### config.mk
export PLATFORM = sky130hd
export DESIGN_NAME = vga_scaled_timing_gen
export DESIGN_NICKNAME = d
export VERILOG_FILES = /design/src/rtl/vga_scaled_timing_gen.sv
export SDC_FILE = /design/constraint.sdc
export NUM_CORES = 1
export LEC_CHECK = 0
export CAP_MARGIN = 20
export CORE_UTILIZATION = 40
export CTS_CLUSTER_DIAMETER = 60
export DETAILED_ROUTE_END_ITERATION = 10
export HOLD_SLACK_MARGIN = 0.08
export SETUP_SLACK_MARGIN = 0.1
export SYNTH_ARGS = -nofsm -noshare
export SYNTH_HDL_FRONTEND = slang
export SYNTH_SLANG_ARGS = --single-unit
### constraint.sdc
create_clock -name clk -period 3.4 [get_ports clk]
set_input_delay 0.34 -clock clk [delete_from_list [all_inputs] [get_ports clk]]
set_output_delay 0.34 -clock clk [all_outputs]
set_load 0.05 [all_outputs]
### src/rtl/vga_scaled_timing_gen.sv
// Raster timing generator with centred integer-scale window addressing.
// Counter position (h,v) drives a stage-0 register whose rd_en/rd_row/rd_col
// go to the external buffer; sync/de/strobes are delayed RD_LAT stages so they
// line up with the returned pixel in the registered output stage.
module vga_scaled_timing_gen #(
    parameter int H_ACTIVE    = 1920,
    parameter int H_FP        = 88,
    parameter int H_SYNC      = 44,
    parameter int H_BP        = 148,
    parameter int V_ACTIVE    = 1080,
    parameter int V_FP        = 4,
    parameter int V_SYNC      = 5,
    parameter int V_BP        = 36,
    parameter int HS_POL      = 1,
    parameter int VS_POL      = 1,
    parameter int SRC_W       = 256,
    parameter int SRC_H       = 240,
    parameter int SCALE       = 4,
    parameter int RD_LAT      = 1,
    parameter int RESYNC_LINE = 0
) (
    input  logic                       clk,
    input  logic                       rst_n,
    input  logic                       frame_sync,
    input  logic [11:0]                border_rgb,
    input  logic [11:0]                pix_rgb,
    output logic                       rd_en,
    output logic [$clog2(SRC_H)-1:0]   rd_row,
    output logic [$clog2(SRC_W)-1:0]   rd_col,
    output logic                       hsync,
    output logic                       vsync,
    output logic                       de,
    output logic [11:0]                rgb,
    output logic                       line_start,
    output logic                       frame_start
);

    localparam int H_TOT = H_ACTIVE + H_FP + H_SYNC + H_BP;
    localparam int V_TOT = V_ACTIVE + V_FP + V_SYNC + V_BP;
    localparam int HW    = $clog2(H_TOT);
    localparam int VW    = $clog2(V_TOT);
    localparam int RW    = $clog2(SRC_H);
    localparam int CW    = $clog2(SRC_W);
    localparam int SW    = (SCALE > 1) ? $clog2(SCALE) : 1;
    localparam int X0_I  = (H_ACTIVE - SRC_W * SCALE) / 2;
    localparam int Y0_I  = (V_ACTIVE - SRC_H * SCALE) / 2;
    localparam int RS_IN  = (RESYNC_LINE >= Y0_I) && (RESYNC_LINE < Y0_I + SRC_H * SCALE);
    localparam int RS_OFF = (RS_IN != 0) ? (RESYNC_LINE - Y0_I) : 0;

    localparam logic [HW-1:0] H_LAST = HW'(H_TOT - 1);
    localparam logic [HW-1:0] H_ACT  = HW'(H_ACTIVE);
    localparam logic [HW-1:0] HS_BEG = HW'(H_ACTIVE + H_FP);
    localparam logic [HW-1:0] HS_END = HW'(H_ACTIVE + H_FP + H_SYNC);
    localparam logic [HW-1:0] X_LO   = HW'(X0_I);
    localparam logic [HW-1:0] X_HI   = HW'(X0_I + SRC_W * SCALE);
    localparam logic [VW-1:0] V_LAST = VW'(V_TOT - 1);
    localparam logic [VW-1:0] V_ACT  = VW'(V_ACTIVE);
    localparam logic [VW-1:0] VS_BEG = VW'(V_ACTIVE + V_FP);
    localparam logic [VW-1:0] VS_END = VW'(V_ACTIVE + V_FP + V_SYNC);
    localparam logic [VW-1:0] Y_LO   = VW'(Y0_I);
    localparam logic [VW-1:0] Y_HI   = VW'(Y0_I + SRC_H * SCALE);
    localparam logic [VW-1:0] V_RS   = VW'(RESYNC_LINE);
    localparam logic [SW-1:0] SUB_LAST = SW'(SCALE - 1);
    localparam logic [SW-1:0] RS_VSUB  = SW'(RS_OFF % SCALE);
    localparam logic [RW-1:0] RS_ROW   = RW'(RS_OFF / SCALE);
    localparam logic          HS_ON    = 1'(HS_POL);
    localparam logic          VS_ON    = 1'(VS_POL);

    typedef struct packed {
        logic hs;
        logic vs;
        logic de;
        logic win;
        logic ls;
        logic fs;
    } ctl_t;

    logic          r_run;
    logic          r_fs_prev;
    logic [HW-1:0] r_h;
    logic [VW-1:0] r_v;
    logic [SW-1:0] r_hsub;
    logic [SW-1:0] r_vsub;
    logic [CW-1:0] r_col;
    logic [RW-1:0] r_row;
    ctl_t          r_ctl [0:RD_LAT];

    logic          w_fs_edge;
    logic          w_line_wrap;
    logic [HW-1:0] w_h_nxt;
    logic [VW-1:0] w_v_nxt;
    logic          w_hwin_nxt;
    logic          w_vwin_nxt;
    logic [SW-1:0] w_hsub_nxt;
    logic [SW-1:0] w_vsub_nxt;
    logic [CW-1:0] w_col_nxt;
    logic [RW-1:0] w_row_nxt;
    ctl_t          w_ctl0;

    // Next raster position; resync overrides any line/frame wrap.
    always_comb begin
        w_fs_edge   = frame_sync & ~r_fs_prev;
        w_line_wrap = (r_h == H_LAST);
        w_h_nxt     = w_line_wrap ? '0 : r_h + HW'(1);
        w_v_nxt     = r_v;
        if (w_line_wrap) begin
            w_v_nxt = (r_v == V_LAST) ? '0 : r_v + VW'(1);
        end
        if (!r_run) begin
            w_h_nxt = '0;
            w_v_nxt = '0;
        end else if (w_fs_edge) begin
            w_h_nxt = '0;
            w_v_nxt = V_RS;
        end
    end

    // Source address for the next position: counters are tied to the position
    // they describe, so they restart at window entry instead of on leaving it.
    always_comb begin
        w_hwin_nxt = (w_h_nxt >= X_LO) && (w_h_nxt < X_HI);
        w_vwin_nxt = (w_v_nxt >= Y_LO) && (w_v_nxt < Y_HI);
        w_hsub_nxt = '0;
        w_col_nxt  = '0;
        if (w_hwin_nxt && (w_h_nxt != X_LO)) begin
            w_col_nxt = r_col;
            if (r_hsub == SUB_LAST) begin
                w_col_nxt = r_col + CW'(1);
            end else begin
                w_hsub_nxt = r_hsub + SW'(1);
            end
        end
        w_vsub_nxt = r_vsub;
        w_row_nxt  = r_row;
        if (!r_run) begin
            w_vsub_nxt = '0;
            w_row_nxt  = '0;
        end else if (w_fs_edge) begin
            w_vsub_nxt = RS_VSUB;
            w_row_nxt  = RS_ROW;
        end else if (w_line_wrap) begin
            w_vsub_nxt = '0;
            w_row_nxt  = '0;
            if (w_vwin_nxt && (w_v_nxt != Y_LO)) begin
                w_row_nxt = r_row;
                if (r_vsub == SUB_LAST) begin
                    w_row_nxt = r_row + RW'(1);
                end else begin
                    w_vsub_nxt = r_vsub + SW'(1);
                end
            end
        end
    end

    // Raw (polarity-free) control bits for the next position.
    always_comb begin
        w_ctl0.hs  = (w_h_nxt >= HS_BEG) && (w_h_nxt < HS_END);
        w_ctl0.vs  = (w_v_nxt >= VS_BEG) && (w_v_nxt < VS_END);
        w_ctl0.de  = (w_h_nxt < H_ACT) && (w_v_nxt < V_ACT);
        w_ctl0.win = w_hwin_nxt && w_vwin_nxt;
        w_ctl0.ls  = (w_h_nxt == '0) && (w_v_nxt < V_ACT);
        w_ctl0.fs  = (w_h_nxt == '0) && (w_v_nxt == '0);
    end

    // Position and address counters plus the resync edge register.
    always_ff @(posedge clk or negedge rst_n) begin
        if (!rst_n) begin
            r_run     <= 1'b0;
            r_fs_prev <= 1'b1;
            r_h       <= '0;
            r_v       <= '0;
            r_hsub    <= '0;
            r_vsub    <= '0;
            r_col     <= '0;
            r_row     <= '0;
        end else begin
            r_run     <= 1'b1;
            r_fs_prev <= frame_sync;
            r_h       <= w_h_nxt;
            r_v       <= w_v_nxt;
            r_hsub    <= w_hsub_nxt;
            r_vsub    <= w_vsub_nxt;
            r_col     <= w_col_nxt;
            r_row     <= w_row_nxt;
        end
    end

    // Stage 0 read request and the RD_LAT-deep control delay line.
    always_ff @(posedge clk or negedge rst_n) begin
        if (!rst_n) begin
            rd_en  <= 1'b0;
            rd_row <= '0;
            rd_col <= '0;
            for (int unsigned k = 0; k < RD_LAT + 1; k++) begin
                r_ctl[k] <= '0;
            end
        end else begin
            rd_en    <= w_ctl0.win;
            rd_row   <= w_row_nxt;
            rd_col   <= w_col_nxt;
            r_ctl[0] <= w_ctl0;
            for (int unsigned k = 1; k < RD_LAT + 1; k++) begin
                r_ctl[k] <= r_ctl[k-1];
            end
        end
    end

    // Output stage: merge returned pixel, border and blanking.
    always_ff @(posedge clk or negedge rst_n) begin
        if (!rst_n) begin
            hsync       <= ~HS_ON;
            vsync       <= ~VS_ON;
            de          <= 1'b0;
            rgb         <= '0;
            line_start  <= 1'b0;
            frame_start <= 1'b0;
        end else begin
            hsync       <= r_ctl[RD_LAT].hs ? HS_ON : ~HS_ON;
            vsync       <= r_ctl[RD_LAT].vs ? VS_ON : ~VS_ON;
            de          <= r_ctl[RD_LAT].de;
            rgb         <= r_ctl[RD_LAT].win ? pix_rgb :
                           (r_ctl[RD_LAT].de ? border_rgb : '0);
            line_start  <= r_ctl[RD_LAT].ls;
            frame_start <= r_ctl[RD_LAT].fs;
        end
    end

endmodule

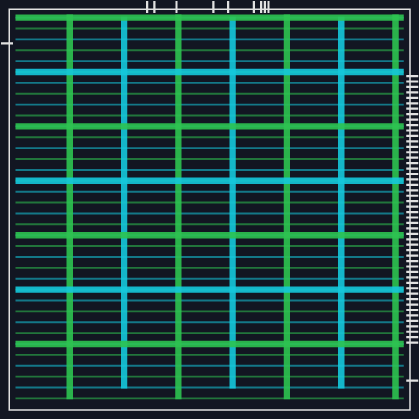
*PDN straps and rails, run 1*
(4 px per um) Pins as bars on the die edge.
Green marks VSS. Cyan marks VDD.
61 signal pins sit on the boundary. 36 met1 rails follow the rows.
Die W: 99.82 um
die y size: 99.82 um
core area: 9240 um^2

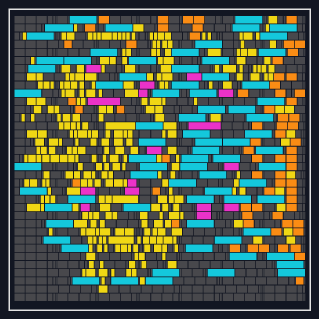
*Cell classes on the final placement, run 1*
(3 px per um) Fill, decap, tap and diode cells in gray.
Yellow marks all other logic, cells 293. Orange marks other buffers and delay cells, cells 68. Magenta marks clock drivers and dummy loads, cells 16. Cyan marks flip-flops, cells 74.

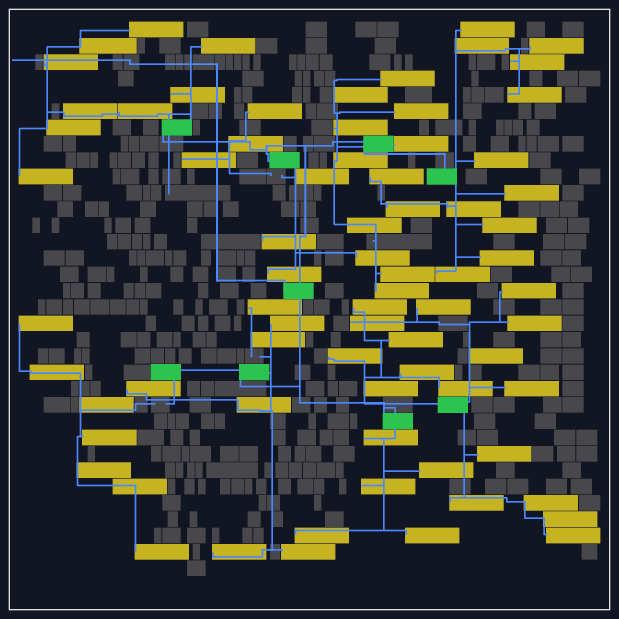
*Clock wires, drivers and flops, run 1*
(6 px per um)
Blue marks clock wires, length 973 um. Green marks cells driving clock nets, count 9. Yellow marks flip-flops, count 74.
Position of the flops: all over the die. There are 10 routed clock nets.

==> impl_metrics.tcl, run 1 <==
# flow metrics
set metrics [dict create \
    pwr_density_cell_nw_per_um2 387.8 \
    antenna_found_initial 0 \
    outcome "finished, final reports clean" \
    flop_cell "dfrtp_1" \
    ys_seq_share 0.4841 \
    post-route-drc-count 0 \
    synth-async-reset-ratio 1.000 \
    grt_first_pass_wirelength_mm 14.97 \
    rsz0062_at_grt "no" \
    yosys.area.top_type_share 0.4773 \
    r2r_end "rd_row[2]$_DFFE_PN0P_" \
    synth.most_common_cell "dfrtp_1" \
    cts_max_level 3 \
    drt_iter0_markers 204 \
    drive_above_1_share 0.07982 \
    die_area_um2 9964 \
    grt_start_max_net_pins 75 \
    cp_max_fo 14 \
    power_leakage_uw 0.002027 \
    ys_sh_adder 0.02288 \
    reg.largest.list "r_ctl (12), r_h (12), rgb (12)" \
    dr.pass1.iters 4 \
    wl_met1_mm 4.251 \
    std_cell_rows 35 \
    io_pins 61 \
    top_cells_by_count "dfrtp_1, nor2_1, nand2_1, nor3_1, xor2_1" \
    fp_nets 423 \
    vias 3148 \
    min-delay-path-class "primary input to asynchronous set/reset pin" \
    lay_top_cells "dfrtp_1, clkdlybuf4s50_1, nor2_1" \
    worstSetupStartpointType "flip-flop" \
    fp-utilization 0.4142 \
    syn_inst 389 \
    grt_use_met2 0.3098 \
    cts_sinks 74 \
    design_area_um2 4773 \
    postRouteWirelength_mm 9.039 \
    clk_pin_slew_worst_paths_ns 0.08 \
    min_period_ns 3.075 \
    yosys_area_um2 3827 \
    top_cells_by_area "dfrtp_1, nor2_1, xor2_1, nand2_1, a22o_1" \
    worstPathRequired_ns 3.62 \
    grt_pass1_vias 3050 \
    avgRoutedWirePerCell_um 15.58 \
    openroad.warnings 27 \
]
==> run 1: critical path, stage by stage, from the launching register on <==
cell     delay, ns
dfrtp_1       0.51
nor4b_4       0.40
nand3_2       0.30
or3_1         0.44
xor2_1        0.18
o41ai_4       0.64
nor2_2        0.15
a221o_1       0.32
==> run 1: report_power, final <==
group / internal, uW / switching [uW] / total, uW / leakage (uW)
sequential: 899 / 6.51 / 906 / 0.000965
clock: 457 / 338 / 796 / 0.000120
combinational: 58.8 / 90.4 / 149 / 0.000942
total: 1420 / 435 / 1850 / 0.00203
==> run 1: layout make-up <==
class,count,share of cell area
Sequential cell,74,0.3882
Tap cell,129,0.03381
Clock buffer,11,0.03172
Clock inverter,5,0.01809
Timing Repair Buffer,68,0.1379
Inverter,11,0.008650
Multi-Input combinational cell,282,0.3817
==> run 2, diff against run 1 <==
--- a/config.mk
+++ b/config.mk
@@ -5,9 +5,11 @@
 export SDC_FILE = /design/constraint.sdc
 export NUM_CORES = 1
 export LEC_CHECK = 0
+export ABC_AREA = 1
 export CAP_MARGIN = 20
 export CORE_UTILIZATION = 40
 export CTS_CLUSTER_DIAMETER = 60
+export CTS_CLUSTER_SIZE = 10
 export DETAILED_ROUTE_END_ITERATION = 10
 export HOLD_SLACK_MARGIN = 0.08
 export SETUP_SLACK_MARGIN = 0.1
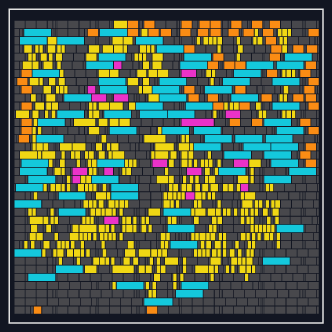
*Cell classes on the final placement, run 2*
(3 px per um) Fill, decap, tap and diode cells in gray.
Yellow marks all other logic, cells 424. Orange marks other buffers and delay cells, cells 60. Cyan marks flip-flops, cells 74. Magenta marks clock drivers and dummy loads, cells 16.

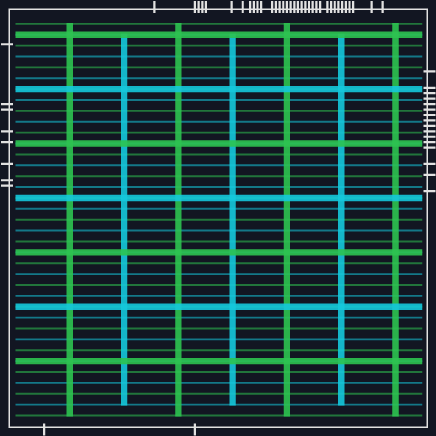
*PDN straps and rails, run 2*
(4 px per um) Pins as bars on the die edge.
Green marks VSS. Cyan marks VDD.
7 straps on met5. 61 signal pins sit on the boundary.
Die W: 104.1 um
core area: 9955 um^2
die y size: 104.1 um
Worst VDD drop: 239.8 uV

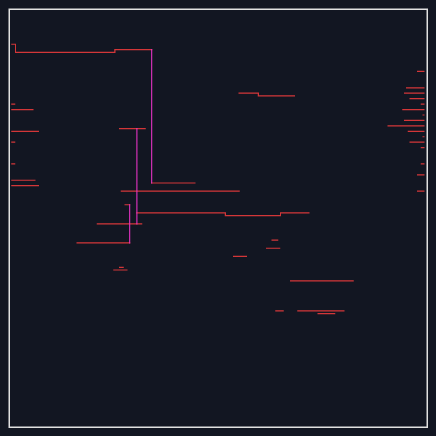
*Metal layers overlaid, run 2*
(4 px per um) Only two layers are drawn.
Red marks met3, wire length 287 um. Magenta marks met4, wire length 66.6 um.
WL per Instance: 12.79 um
Tot GR Track Use: 0.1793

==> run 2 against run 1 <==
Cell count rose by 22%. Non-clock buffer count fell by 8. Total power fell by 5.6%. Synthesized cell count rose by 31%. Utilization fell by 0.79 points. Clock power fell by 13%. Flip-flop count did not move. Area after synthesis rose by 9.0%. Clock skew fell by 0.0029 ns. Clock-buffer cell count fell by 2. Register-to-register slack improved by 0.50 ns. Worst setup slack improved by 0.50 ns. Critical endpoint is now r_ctl[8]$_DFF_PN0_. Largest cell class is now multi-input combinational cells. Largest power group unchanged. Highest routed layer unchanged.
==> impl_metrics.tcl, run 2 <==
# flow metrics
set metrics [dict create \
    outcome "finished, final reports clean" \
    antenna_found_initial 0 \
    grt_pass1_vias 3293 \
    fp-utilization 0.4189 \
    seq_cell_count 74 \
    max_stage_delay_ns 0.55 \
    wl_met1_mm 4.265 \
    flop_cell "dfrtp_1" \
    worstPathRequired_ns 3.61 \
    power_frac_clock 0.398 \
    openroad.warnings 27 \
    p_seq_frac 0.518 \
    pwr_density_cell_nw_per_um2 345.0 \
    lay_top_cells "nand2_1, dfrtp_1, clkdlybuf4s50_1" \
    design_area_um2 5064 \
    final-clk-cell-share 0.03978 \
    dr.pass1.iters 4 \
    top_cells_by_count "nand2_1, dfrtp_1, inv_1, nand3_1, nor2_1" \
    inv_count 68 \
    switching_share 0.2568 \
    powerClk_uw 695 \
    cts_sinks 74 \
    fp_nets 542 \
    postRouteWirelength_mm 9.045 \
    sh_seq_area 0.3660 \
    yosys_area_um2 4170 \
    largest_class "multi-input combinational cells" \
    synth.most_common_cell "nand2_1" \
    std_cell_rows 36 \
    io_pins 61 \
    clk_pin_slew_worst_paths_ns 0.08 \
    comb_share 0.3929 \
    p_int_uw 1298 \
]
## run 2: cell types whose count changed in the layout (fill, tap and decap cells not counted), sizes merged, moves of 7 or more
| cell | delta |
|---|---|
| nand2 | +115 |
| inv | +59 |
| nand3 | +48 |
| nor2 | +20 |
| a22o | -12 |
| and3 | -11 |
| a21oi | -10 |
| nand4 | +9 |
| buf | -8 |
| or3 | -8 |
| nor4b | -7 |
| xor2 | -7 |
## run 2: worst max-delay path: cells and delay by family (launching register included)
family | cells | cell delay (ns)
DFF | 1 | 0.38
buffers and inverters | 1 | 0.13
and+or+nand+nor | 9 | 1.18
adders and majority gates | 1 | 0.21
AOI/OAI and AO/OA | 1 | 0.55
==> run 3, diff against run 2 <==
==> constraint.sdc (replaced) <==
create_clock -name clk -period 2.45 [get_ports clk]
set_input_delay 0.245 -clock clk [delete_from_list [all_inputs] [get_ports clk]]
set_output_delay 0.245 -clock clk [all_outputs]
set_load 0.05 [all_outputs]
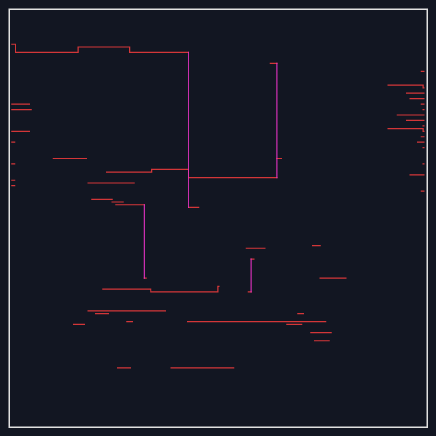
*Metal layers overlaid, run 3*
(4 px per um) Only two layers are drawn.
Magenta marks met4, wire length 93.8 um. Red marks met3, wire length 337 um.
Tot GR Track Use: 0.1861
WL per Instance: 13.72 um
Via Count: 3510

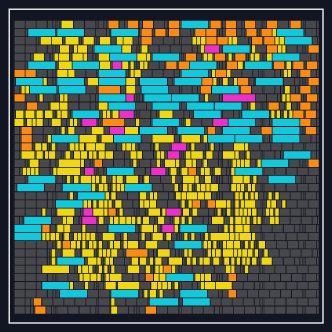
*Cell classes on the final placement, run 3*
(3 px per um) Fill, decap, tap and diode cells in gray.
Orange marks other buffers and delay cells, cells 76. Cyan marks flip-flops, cells 74. Magenta marks clock drivers and dummy loads, cells 16. Yellow marks all other logic, cells 427.
post-route core utilization: 0.5431
Rows: 36
flop share of the area: 0.3430
post-route cell area: 5406 um^2

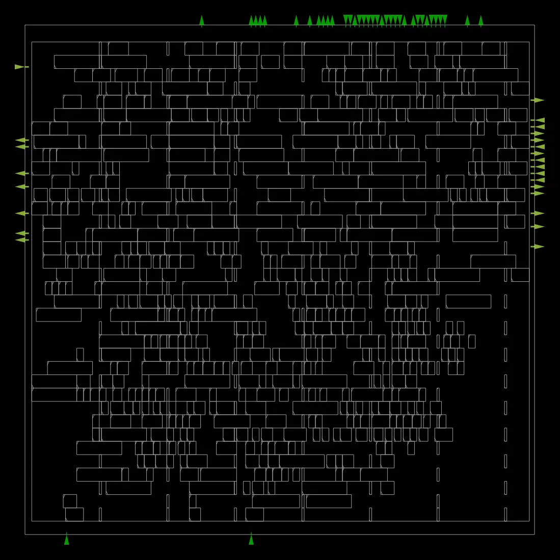
*Cell outlines without signal wires, run 3*
tap cells: 133
Fillers: 946
Cell Count, Final, Fillers Out: 726

==> run 3 against run 2 <==
Die size unchanged. Worst hold slack improved by 0.23 ns. Sequential share of layout area is 2.3 points lower. First-iteration DRC count increased by 12%. Utilization up 3.4 points. Maximum frequency increased by 16%. Cell count rose by 2.7%. Synthesized cell count unchanged. Largest power group unchanged. Via count increased by 4.1%. Flip-flop count stayed put.
==> impl_metrics.tcl, run 3 <==
# flow metrics
set metrics [dict create \
    cts_sinks 74 \
    min_period_ns 2.215 \
    worstSetupStartpointType "flip-flop" \
    syn_inst 508 \
    comb_share 0.3999 \
    cts_max_level 3 \
    fp_nets 542 \
    flop_cell "dfrtp_1" \
    die_area_um2 10840 \
    antenna_found_initial 0 \
    top_cells_by_area "dfrtp_1, nand2_1, nand3_1, inv_1, nor2_1" \
    post-route-drc-count 0 \
    crit_slowest_cell "dfrtp_1" \
    power_leakage_uw 0.002605 \
    crit_family "simple AND/OR/NAND/NOR gates" \
    grt_first_pass_wirelength_mm 16.24 \
    seq_cell_count 74 \
    synth-async-reset-ratio 1.000 \
    max_stage_delay_ns 0.42 \
    reg.largest.list "r_ctl (12), r_h (12), rgb (12)" \
    pwr_density_cell_nw_per_um2 461.3 \
    yosys_area_um2 4170 \
    grt_use_met2 0.3067 \
    worstPathRequired_ns 2.69 \
    clk_pin_slew_worst_paths_ns 0.09 \
    path_buffers 2 \
    largest_class "multi-input combinational cells" \
    core_area_um2 9955 \
    ir_drop_uv 289.2 \
    grt_start_max_net_pins 49 \
    r2r_end "rd_col[1]$_DFFE_PN0P_" \
    fp.dieH_um 104.1 \
    min-delay-path-class "primary input to flip-flop" \
    ys_seq_share 0.4443 \
    outcome "finished, final reports clean" \
    clkbuf_count 9 \
]
run 3: kinds of logic after synthesis:
group / count (synthesis) / share of synthesized area
other: 1 / 0.0008992
buffers and inverters: 78 / 0.07860
muxes: 1 / 0.002400
adders and majority gates: 7 / 0.02100
and+or+nand+nor: 318 / 0.4020
DFF: 74 / 0.4443
xor gates and xnor gates: 14 / 0.02940
AOI/OAI and AO/OA: 15 / 0.02130
run 3: where the power goes:
| part | total, uW | internal (uW) | switching (uW) |
|---|---|---|---|
| clock | 1010 | 492 | 520 |
| sequential | 1260 | 1250 | 10.4 |
| combinational | 223 | 89.3 | 134 |
run 3: timing repair:
item,CTS,global route
endpoints found under the hold margin,25,0
gates resized,0,38
endpoints found under the setup margin,0,25
buffers inserted,0,8
hold buffers,1,0
Power is estimated from default activity; no workload was simulated.
